## src/rtl/inst_fetch_if.sv

```systemverilog
// Instruction-fetch bus bundle.
// Purpose: groups the ROM port, decode-side handshake and redirect inputs of
//          the fetch stage so they can be passed as a single port.
// Signals:
//   pc_o            fetch address to the instruction ROM
//   ce_o            ROM fetch enable
//   inst_i          ROM data for pc_o (combinational, same cycle)
//   stall_i         decode cannot accept an instruction this cycle
//   branch_flag_i   single-cycle redirect request
//   branch_target_i redirect address, qualified by branch_flag_i
//   if_pc_o         PC presented to decode
//   if_inst_o       instruction presented to decode
//   if_valid_o      if_pc_o/if_inst_o valid
//   exc_misalign_o  sticky misaligned-redirect flag
// Modports: master = fetch stage, slave = ROM/decode/redirect side.
interface inst_fetch_if;
  logic [31:0] pc_o;
  logic        ce_o;
  logic [31:0] inst_i;
  logic        stall_i;
  logic        branch_flag_i;
  logic [31:0] branch_target_i;
  logic [31:0] if_pc_o;
  logic [31:0] if_inst_o;
  logic        if_valid_o;
  logic        exc_misalign_o;

  modport master (
    output pc_o, ce_o, if_pc_o, if_inst_o, if_valid_o, exc_misalign_o,
    input  inst_i, stall_i, branch_flag_i, branch_target_i
  );

  modport slave (
    input  pc_o, ce_o, if_pc_o, if_inst_o, if_valid_o, exc_misalign_o,
    output inst_i, stall_i, branch_flag_i, branch_target_i
  );
endinterface

```

## src/rtl/inst_fetch.sv

```systemverilog
// Instruction fetch stage with a 2-entry {pc, inst} buffer toward decode.
// Purpose: walks pc_o through the instruction ROM, captures each ROM word into
//          a small FIFO and presents the head to decode; a redirect flushes
//          the FIFO and restarts fetching at the target.
// Ports:
//   clk  single clock, rising-edge
//   rst  asynchronous active-low reset
//   bus  inst_fetch_if.master (ROM port, decode handshake, redirect)
// Parameter: RESET_PC first fetch address after reset.
// Build option: define IF_ALIGN_CHECK_EN to trap redirects whose target is not
//   word aligned (flush, raise exc_misalign_o, stop fetching until reset).
//   Without it the low two target bits are dropped and exc_misalign_o is 0.
module inst_fetch #(
  parameter logic [31:0] RESET_PC = 32'h0000_0000
) (
  input logic          clk,
  input logic          rst,
  inst_fetch_if.master bus
);

  logic [31:0] pc_q;
  logic        ce_q;
  logic        exc_q;
  logic [1:0]  cnt_q;
  logic [31:0] head_pc_q, head_inst_q;
  logic [31:0] tail_pc_q, tail_inst_q;

  logic        pop;
  logic        push;
  logic        misalign;
  logic [31:0] redirect_pc;

`ifdef IF_ALIGN_CHECK_EN
  assign misalign    = bus.branch_target_i[1:0] != 2'b00;
  assign redirect_pc = bus.branch_target_i;
`else
  assign misalign    = 1'b0;
  assign redirect_pc = {bus.branch_target_i[31:2], 2'b00};
`endif

  assign bus.if_valid_o     = cnt_q != 2'd0;
  assign bus.if_pc_o        = head_pc_q;
  assign bus.if_inst_o      = head_inst_q;
  assign bus.pc_o           = pc_q;
  assign bus.ce_o           = ce_q;
  assign bus.exc_misalign_o = exc_q;

  assign pop  = bus.if_valid_o & ~bus.stall_i;
  // A full FIFO still accepts a push when the head leaves in the same cycle;
  // otherwise the ROM read is simply repeated next cycle.
  assign push = ce_q & ~bus.branch_flag_i & ((cnt_q != 2'd2) | pop);

  always_ff @(posedge clk or negedge rst) begin
    if (!rst) begin
      pc_q        <= RESET_PC;
      ce_q        <= 1'b0;
      exc_q       <= 1'b0;
      cnt_q       <= 2'd0;
      head_pc_q   <= 32'd0;
      head_inst_q <= 32'd0;
      tail_pc_q   <= 32'd0;
      tail_inst_q <= 32'd0;
    end else begin
      // Fetch is enabled from the first edge after reset and only ever
      // dropped by a trapped misaligned redirect.
      ce_q <= ~exc_q & ~(bus.branch_flag_i & misalign);
      if (bus.branch_flag_i) begin
        // Any entry popped this cycle has already been taken by decode.
        cnt_q <= 2'd0;
        pc_q  <= redirect_pc;
        if (misalign) exc_q <= 1'b1;
      end else begin
        if (push) pc_q <= pc_q + 32'd4;
        case ({push, pop})
          2'b11: begin
            if (cnt_q == 2'd2) begin
              head_pc_q   <= tail_pc_q;
              head_inst_q <= tail_inst_q;
              tail_pc_q   <= pc_q;
              tail_inst_q <= bus.inst_i;
            end else begin
              head_pc_q   <= pc_q;
              head_inst_q <= bus.inst_i;
            end
          end
          2'b10: begin
            if (cnt_q == 2'd0) begin
              head_pc_q   <= pc_q;
              head_inst_q <= bus.inst_i;
            end else begin
              tail_pc_q   <= pc_q;
              tail_inst_q <= bus.inst_i;
            end
            cnt_q <= cnt_q + 2'd1;
          end
          2'b01: begin
            head_pc_q   <= tail_pc_q;
            head_inst_q <= tail_inst_q;
            cnt_q       <= cnt_q - 2'd1;
          end
          default: ;
        endcase
      end
    end
  end

endmodule

```

## src/flat_wrapper.sv

```systemverilog
// flat-port wrapper written by rule: the top's interface ports become plain ports
module inst_fetch_flat 
#(
  parameter logic [31:0] RESET_PC = 32'h0000_0000
)
  (clk, rst, bus_pc_o, bus_ce_o, bus_if_pc_o, bus_if_inst_o, bus_if_valid_o, bus_exc_misalign_o, bus_inst_i, bus_stall_i, bus_branch_flag_i, bus_branch_target_i);
  inst_fetch_if bus_i ();
  input logic clk;
  input logic rst;
  output wire logic [$bits(bus_i.pc_o)-1:0] bus_pc_o;
  output wire logic [$bits(bus_i.ce_o)-1:0] bus_ce_o;
  output wire logic [$bits(bus_i.if_pc_o)-1:0] bus_if_pc_o;
  output wire logic [$bits(bus_i.if_inst_o)-1:0] bus_if_inst_o;
  output wire logic [$bits(bus_i.if_valid_o)-1:0] bus_if_valid_o;
  output wire logic [$bits(bus_i.exc_misalign_o)-1:0] bus_exc_misalign_o;
  input wire logic [$bits(bus_i.inst_i)-1:0] bus_inst_i;
  input wire logic [$bits(bus_i.stall_i)-1:0] bus_stall_i;
  input wire logic [$bits(bus_i.branch_flag_i)-1:0] bus_branch_flag_i;
  input wire logic [$bits(bus_i.branch_target_i)-1:0] bus_branch_target_i;
  assign bus_pc_o = bus_i.pc_o;
  assign bus_ce_o = bus_i.ce_o;
  assign bus_if_pc_o = bus_i.if_pc_o;
  assign bus_if_inst_o = bus_i.if_inst_o;
  assign bus_if_valid_o = bus_i.if_valid_o;
  assign bus_exc_misalign_o = bus_i.exc_misalign_o;
  assign bus_i.inst_i = bus_inst_i;
  assign bus_i.stall_i = bus_stall_i;
  assign bus_i.branch_flag_i = bus_branch_flag_i;
  assign bus_i.branch_target_i = bus_branch_target_i;
  inst_fetch #(.RESET_PC(RESET_PC)) u_core (.clk(clk), .rst(rst), .bus(bus_i));
endmodule
```

## config.mk

```make
export PLATFORM = sky130hd
export DESIGN_NAME = inst_fetch_flat
export DESIGN_NICKNAME = d
export VERILOG_FILES = /design/src/rtl/inst_fetch_if.sv /design/src/rtl/inst_fetch.sv /design/src/flat_wrapper.sv
export SDC_FILE = /design/constraint.sdc
export NUM_CORES = 1
export LEC_CHECK = 0
export CORE_MARGIN = 1
export CORE_UTILIZATION = 51
export CTS_BUF_LIST = sky130_fd_sc_hd__clkbuf_2
export DETAILED_ROUTE_END_ITERATION = 7
export GPL_ROUTABILITY_DRIVEN = 0
export PLACE_DENSITY = 0.79
export SLEW_MARGIN = 5
export SYNTH_ARGS = -nofsm -noshare
export SYNTH_HDL_FRONTEND = slang
export SYNTH_SLANG_ARGS = --single-unit
export TNS_END_PERCENT = 1
```

## constraint.sdc

```tcl
create_clock -name clk -period 4.21 [get_ports clk]
set_input_delay 1.0525 -clock clk [delete_from_list [all_inputs] [get_ports clk]]
set_output_delay 1.0525 -clock clk [all_outputs]
set_load 0.01 [all_outputs]
```

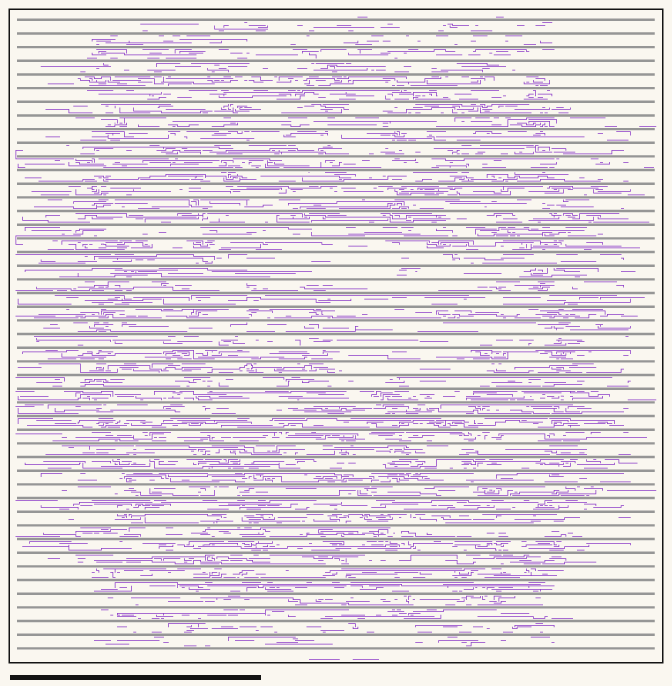
run_1/layer_met1.png
Bar = 50 um. Supply wires on this layer in gray.
longest straight run: 44.6 um
wire length on this layer: 9810 um
share of all routed wire: 44%
main direction: horizontal

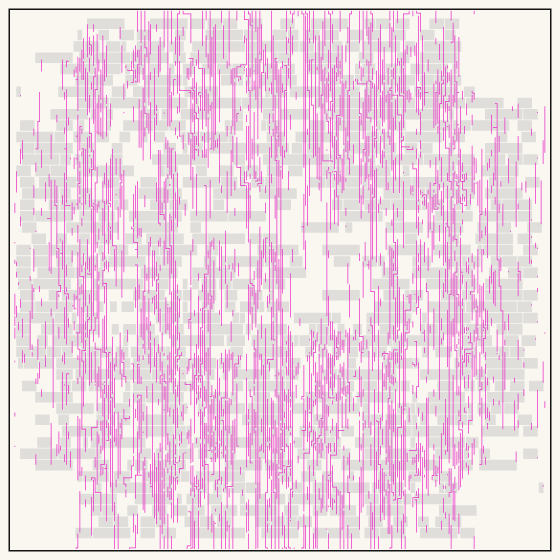
run_1/layer_met2.png
share of all routed wire: 48%
longest straight run: 60.2 um

==> out/summary.log, run 1 <==
[yosys] number of enable-type register cells in the synthesized netlist 0
[cells_and_area] top cell class by occupied area multi-input combinational cells
[cells_and_area] register cell area after layout 3950 sq um
[power_and_ir_drop] sequential power share 42.2%
[routing] length of routed wiring on met1 9810 um
[critical_path] endpoint required time on the critical path 3.16 ns
[critical_path] reg2reg end u_core.tail_inst_q[14]
[routing] Vias per Instance 6.32
[cells_and_area] non-clock buffer contribution to total cell area 17.3%
[die] floorplan die width 130 um
[yosys] share of synthesized cell area in full adder, half adder and majority cells 0.751%
[die] number of I/O pins 167
[critical_path] r2r setup slk 1.45 ns
[critical_path] startpoint types flip-flop
[yosys] complex-gate fraction of the synthesized area 23.0%
[power_and_ir_drop] IR Drop Worst-Case VDD 0.000306 V
[power_and_ir_drop] Overall Power 0.00607 W
[power_and_ir_drop] logic gate share of total power 42.2%
[job] tally of max-capacitance violations 0
[critical_path] endpoint of the worst setup timing path bus_if_valid_o
[placement] number of buffer cells added on primary ports 161
[critical_path] number of cells on the critical path 3
[grt] global-route wire length before repair 35200 um
[outcome] run status finished, final reports clean
[grt] grt met3 use 4.26%
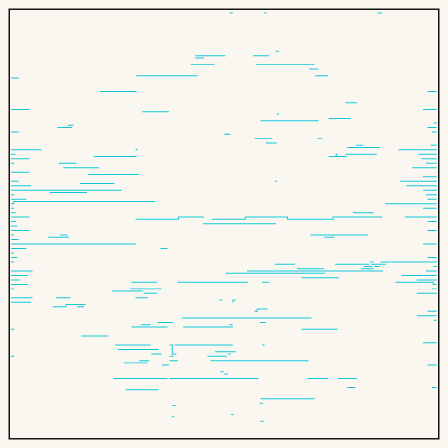
run_1/layer_met3.png
longest straight run: 42.8 um
nets with wire on the layer: 141
main direction: horizontal

run_1/congestion.png
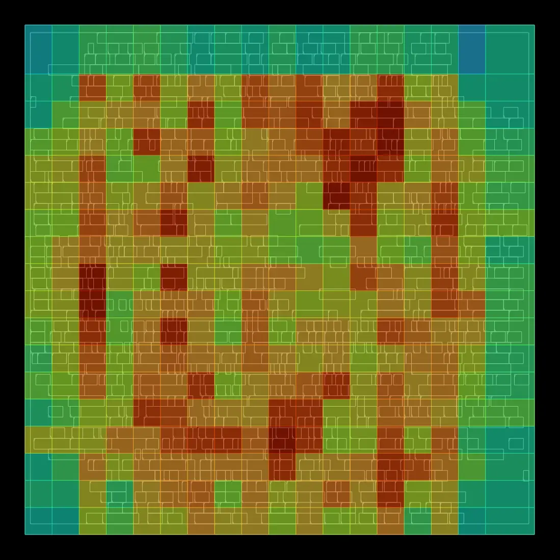

==> run 2: changes to the inputs <==
==> constraint.sdc (replaced) <==
create_clock -name clk -period 3.2 [get_ports clk]
set_input_delay 0.8 -clock clk [delete_from_list [all_inputs] [get_ports clk]]
set_output_delay 0.8 -clock clk [all_outputs]
set_load 0.01 [all_outputs]
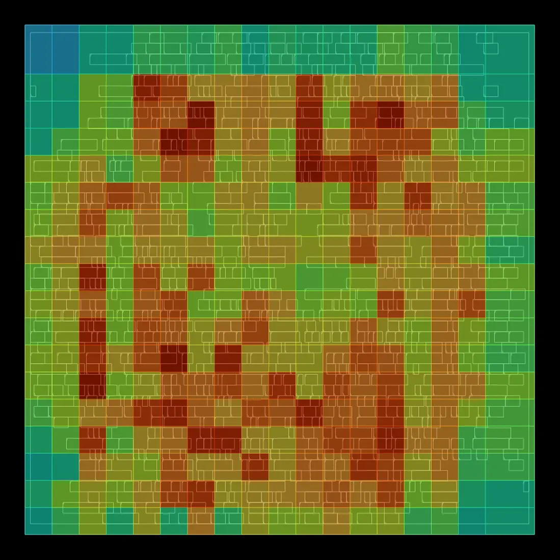
run_2/congestion.png
GR Util met1: 35.1%
overall fraction of global-route tracks in use: 27.1%
average wire per standard cell: 18.8 um
grt met3 use: 5.25%

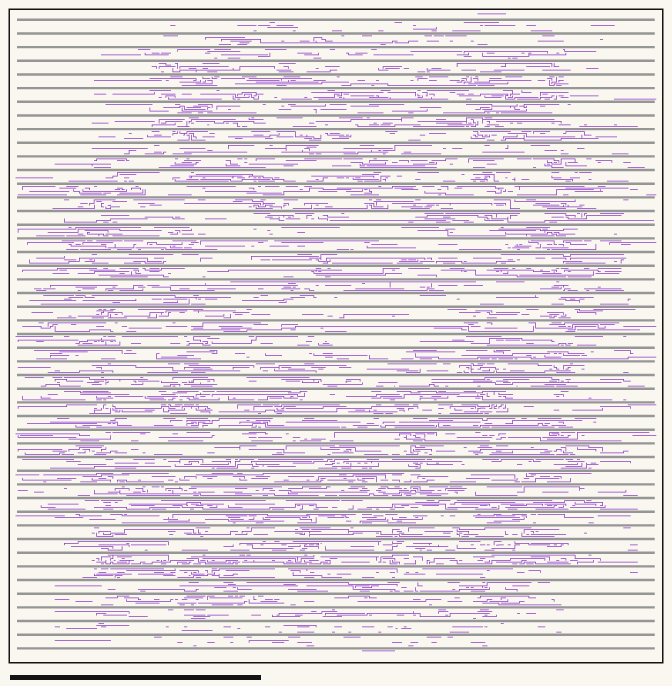
run_2/layer_met1.png
Bar = 50 um. Supply wires on this layer in gray.
wire length on this layer: 9520 um
nets with wire on the layer: 882
share of all routed wire: 43%

==> run 2 against run 1 <==
  * Wire length is 0.24% lower
  * Critical path type unchanged
  * Clock skew fell by 0.0032 ns
  * Count of clock-buffer cells in the layout unchanged
  * Critical endpoint unchanged
  * Utilization is 0.58 points higher
  * Synthesized area stayed put
  * Sequential power is 32% higher
  * Hold slack better by 0.16 ns
  * Non-clock buffer count grew 11
  * Synthesized cell count did not move
  * Register-to-register slack got worse by 0.79 ns
==> out/summary.log, run 2 <==
[clock_tree] level count of the clock H-tree 4
[clock_tree] Clock Root Buffer clkbuf_2
[critical_path] startpoint types flip-flop
[critical_path] reg2reg end u_core.tail_inst_q[3]
[min_path] count of cells along the worst hold path 1
[timing] count of final hold-check violations 0
[critical_path] endpoint kind of the worst setup timing path output pin
[placement] number of buffer cells added on primary ports 161
[power_and_ir_drop] total leakage power 4.45 nW
[critical_path] r2r setup slk 0.66 ns
[power_and_ir_drop] logic gate share of total power 44.2%
[power_and_ir_drop] P_clk 0.000965 W
[critical_path] number of cells on the critical path 3
[cells_and_area] register cell area after layout 3950 sq um
[placement] count of placed standard cells including taps 1146
[grt] global-route wire length before repair 35700 um
[cells_and_area] Ant. Diodes 1
[critical_path] Critical Path Fanout Max 9
[job] tally of max-capacitance violations 0
[yosys] number of enable-type register cells in the synthesized netlist 0
[routing] length of routed wiring on met1 9520 um
[routing] Vias per Instance 6.33
[routing] iteration-0 DRC count of the detailed router 601
[die] number of I/O pins 167
[critical_path] endpoint of the worst setup timing path bus_if_valid_o
[power_and_ir_drop] top power consumer group combinational logic
[cells_and_area] non-clock buffer contribution to total cell area 18.7%
[yosys] number of storage elements in the synthesis netlist 158
[power_and_ir_drop] sequential power share 43.4%
[power_and_ir_drop] Overall Power 0.00779 W
[routing] top routing layer used met4
[critical_path] endpoint required time on the critical path 2.40 ns
[die] floorplan die width 130 um
[outcome] run status finished, final reports clean
[yosys] complex-gate fraction of the synthesized area 23.0%
[power_and_ir_drop] IR Drop Worst-Case VDD 0.000389 V
[timing] worst-case hold slack 0.499 ns
[yosys] share of synthesized cell area in full adder, half adder and majority cells 0.751%
No activity file was given, so power comes from the tool's default toggle rates.
